### src/rtl/serial_adder_pkg.sv
// serial_adder_pkg: shared FSM state encoding and default width for the bit-serial adder
package serial_adder_pkg;
    typedef enum logic [1:0] {
        IDLE = 2'd0,
        RUN  = 2'd1,
        DONE = 2'd2
    } state_t;
    localparam int SERIAL_ADDER_WIDTH = 8;
endpackage

### src/rtl/serial_adder_full_adder_cell.sv
// full_adder_cell: one-bit full adder built from two cascaded half adders and an OR
module full_adder_cell (
    input  logic a,
    input  logic b,
    input  logic cin,
    output logic sum,
    output logic cout
);
    logic s1, c1, c2;
    assign s1   = a ^ b;
    assign c1   = a & b;
    assign sum  = s1 ^ cin;
    assign c2   = s1 & cin;
    assign cout = c1 | c2;
endmodule

### src/rtl/serial_adder.sv
// serial_adder: LSB-first bit-serial adder with start/done handshake; SERIAL_ADDER_SUB_EN adds the sub port
module serial_adder
    import serial_adder_pkg::*;
#(
    parameter int WIDTH = SERIAL_ADDER_WIDTH
) (
    input  logic             clk,
    input  logic             rst_n,
`ifdef SERIAL_ADDER_SUB_EN
    input  logic             sub,
`endif
    input  logic             start,
    input  logic [WIDTH-1:0] a,
    input  logic [WIDTH-1:0] b,
    output logic             busy,
    output logic             done,
    output logic [WIDTH-1:0] sum,
    output logic             carry_out
);
    localparam int CW = $clog2(WIDTH);
    state_t state, state_n;
    logic [WIDTH-1:0] a_sr, b_sr, psum;
    logic [CW-1:0] cnt;
    logic c, fa_s, fa_c, last, sub_sel;
`ifdef SERIAL_ADDER_SUB_EN
    assign sub_sel = sub;
`else
    assign sub_sel = 1'b0;
`endif
    assign last = cnt == CW'(WIDTH - 1);
    full_adder_cell u_fa (
        .a   (a_sr[0]),
        .b   (b_sr[0]),
        .cin (c),
        .sum (fa_s),
        .cout(fa_c)
    );
    // state register
    always_ff @(posedge clk) begin
        if (!rst_n) state <= IDLE;
        else        state <= state_n;
    end
    // next state and handshake outputs
    always_comb begin
        state_n = state;
        state_n = (state == IDLE) ? (start ? RUN : IDLE) :
                  (state == RUN)  ? (last ? DONE : RUN) : IDLE;
        busy = state == RUN;
        done = state == DONE;
    end
    // operand capture, serial datapath and result registers
    always_ff @(posedge clk) begin
        if (!rst_n) begin
            a_sr      <= '0;
            b_sr      <= '0;
            psum      <= '0;
            cnt       <= '0;
            c         <= 1'b0;
            sum       <= '0;
            carry_out <= 1'b0;
        end else if (state == IDLE && start) begin
            a_sr <= a;
            b_sr <= sub_sel ? ~b : b;
            c    <= sub_sel;
            cnt  <= '0;
        end else if (state == RUN) begin
            a_sr <= a_sr >> 1;
            b_sr <= b_sr >> 1;
            c    <= fa_c;
            psum <= {fa_s, psum[WIDTH-1:1]};
            cnt  <= cnt + CW'(1);
            if (last) begin
                sum       <= {fa_s, psum[WIDTH-1:1]};
                carry_out <= fa_c;
            end
        end
    end
endmodule

### config.mk
export PLATFORM = sky130hd
export DESIGN_NAME = serial_adder
export DESIGN_NICKNAME = d
export VERILOG_FILES = /design/src/rtl/serial_adder_pkg.sv /design/src/rtl/serial_adder_full_adder_cell.sv /design/src/rtl/serial_adder.sv
export SDC_FILE = /design/constraint.sdc
export NUM_CORES = 1
export LEC_CHECK = 0
export CORE_UTILIZATION = 50
export CTS_CLUSTER_DIAMETER = 120
export DETAILED_ROUTE_END_ITERATION = 12
export GPL_ROUTABILITY_DRIVEN = 0
export PLACE_DENSITY = 0.77
export SLEW_MARGIN = 20
export SYNTH_ARGS = -nofsm -noshare
export SYNTH_HDL_FRONTEND = slang
export SYNTH_HIERARCHICAL = 1
export SYNTH_SLANG_ARGS = --single-unit
### constraint.sdc
create_clock -name clk -period 1.8 [get_ports clk]
set_clock_uncertainty 0.2 [all_clocks]
set_input_delay 0.45 -clock clk [delete_from_list [all_inputs] [get_ports clk]]
set_output_delay 0.45 -clock clk [all_outputs]
set_load 0.05 [all_outputs]
**Sequential cells grouped by signal name**

Drawn at 4 px/um. Other sequential cells in the stronger grey, the rest of the logic in the fainter grey.
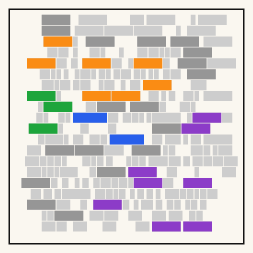
Blue stands for state, sequential cells 2. Orange stands for psum, sequential cells 7. Purple stands for b_sr, sequential cells 8. Green stands for cnt, sequential cells 3.
Another 18 sequential cells are not coloured.
Seq power: 904 uW
Post-Route Utilization: 69.9%
sequential cell area share: 36.3%
Reg area: 768 um^2

**Close-up of the layout**

Window x 17 to 42, y 5 to 30 um. Cells in grey, sequential cells in the stronger grey; small squares are vias.
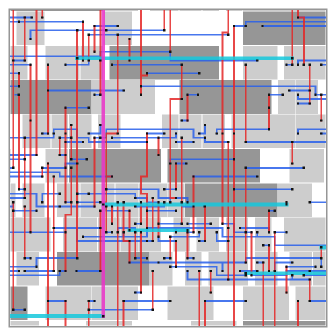
Red stands for met2. Magenta stands for met4. Cyan stands for met3. Blue stands for met1.
57 logic cells have their middle in the window. Sequential cells in the window: 8. Netlist names of flops here include a_sr (4), b_sr (3). Most frequent: a21oi_1 (11), nand2_1 (7), dfxtp_1 (7).

**Pin map**

Drawn at 8 px/um. Pins as bars across the die edge, other pins in grey.
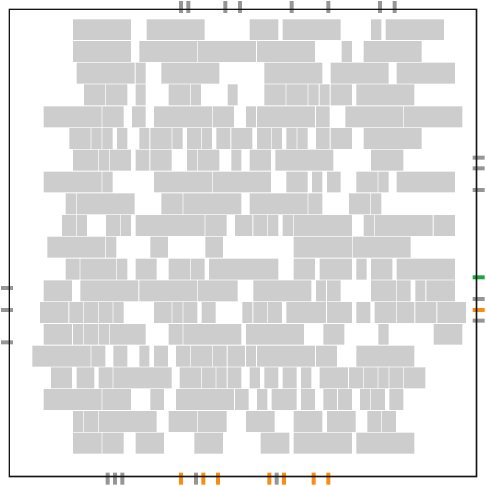
Green stands for done, pins 1, direction output, edge right. Orange stands for b, pins 8, direction input, edge 7 bottom, 1 right.
Die X-Extent: 58.2 um
port bufs: 29

==> ci_impl_report.md <==
### Metrics collected by this job

| Metric | Value |
|---|---|
| Setup slack after layout | 0.0666 ns |
| ANT nets after route | 0 |
| DR WL/cell | about 12 um |
| Reg clk slew, reported paths | 0.10 ns |
| Clk buf depth | 2 |
| Flop pwr share | 56.9% |
| Outcome | complete, no violations |
| Worst skew pair latency | 0.35 ns |
| Rel. slew slack | 76.8% |
| Switching part of the total | around 26% |
| Comb pwr share | 14.0% |
| Area grow syn2layout | 34.0% |
| Pwr top | registers |
| Cell area leaders | dfxtp_1, nand2_1, a21oi_1 |
| Min-delay worst type | flop to flop |
| Mux area share | 0% |
| Final nets | 242 |
| Clock Root Buffer | clkbuf_4 |
| Routed via count | 1,379 |
| Starting Density | 52.2% |
| Max Freq | between 0.5 and 0.6 GHz |
| Yosys adder share | 2.85% |
| GR Layer Usage met1 | between 20% and 30% |
| Setup tns final | 0 ns |
| Post-Synthesis Cells | 188 |
| WL final | between 3000 and 4000 um |
| Via/cell ratio | ~5.2 |
| EDFF count, synth | 0 |
| P_sw | around 400 uW |
| Fin. Hold Viols | 0 |
| Cycle use final | 96.3% |
| Met2 GRT Util | 37.8% |
| CTS sink count | 38 |
| Number of global-route vias before repair | 1,270 |
| Yosys cell count | approximately 190 |
**Selected gate families**

Drawn at 4 px/um.
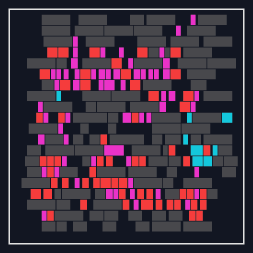
Cyan stands for NOR gates, cells 8, where right middle. Magenta stands for NAND gates, cells 59. Red stands for inverting AOI/OAI gates, cells 58.
fraction of area in multi-input gates: 34.8%
most frequent logic cell in the layout: nand2_1

**Track usage over the die**

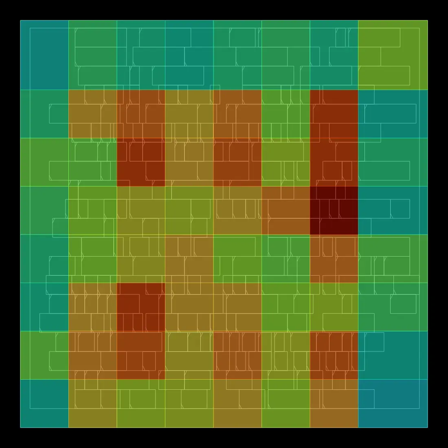
Total GRT Usage: 22.2%
GR peak layer: met2
met3 track demand over resource: 7.37%

==> routing by layer <==
metal  part of all wire, %  wire length [um]  vias to the layer above
met5                     0                 0                        -
met4                   2.0                65                        0
met3                   5.2               166                        6
met2                    50              1600                       37
met1                    43              1390                      636
li1                      -                 -                      700
==> worst reg2reg max path, delay by kind of cell (launching register included) <==
kind	cells	cell delay, ns
AOI/OAI and AO/OA	2	0.23
DFF	1	0.38
and+or+nand+nor	1	0.39
buffers and inverters	2	0.33
==> sequential cells by signal, indices dropped and copies added (netlist names) <==
| signal | flops |
|---|---|
| a_sr | 8 |
| b_sr | 8 |
| c | 1 |
| carry_out | 1 |
| cnt | 3 |
| psum | 7 |
| state | 2 |
| sum | 8 |
==> cell usage after synthesis, types with 2 or more instances <==
master and number:
dfxtp_1 38, clkbuf_1 3, nor2_1 4, a21boi_0 16, buf_2 6, o21ai_1 6, nand2_1 45, nand3_1 11
buf_6 3, a31oi_1 2, a21oi_1 25, nor3b_1 2, nor2b_1 2, o21ai_0 6, o221a_2 2, a21boi_1 2
ha_1 2
==> worst paths after layout <==
| kind | start | endpoint | slack, ns | cells after the start |
|---|---|---|---|---|
| worst min register to register | b_sr[5]$_SDFFE_PN0P_ | b_sr[4]$_SDFFE_PN0P_ | 0.26 | 2 |
| worst max register to register | state[1]$_SDFF_PP0_ | b_sr[3]$_SDFFE_PN0P_ | 0.18 | 5 |
| worst max-delay path | state[1]$_SDFF_PP0_ | done | 0.07 | 2 |
| worst min-delay path | b_sr[5]$_SDFFE_PN0P_ | b_sr[4]$_SDFFE_PN0P_ | 0.26 | 2 |
==> area by class of cell <==
cell class              count  area, um^2
clock inverters             1        5.00
well taps                  44        55.1
clock buffers               7        55.1
fillers                   241         911
repair buffers             39         488
flip-flops and latches     38         768
multi-input cells         134         736
inverters                   2        10.0
No activity file was given, so power comes from the tool's default toggle rates.
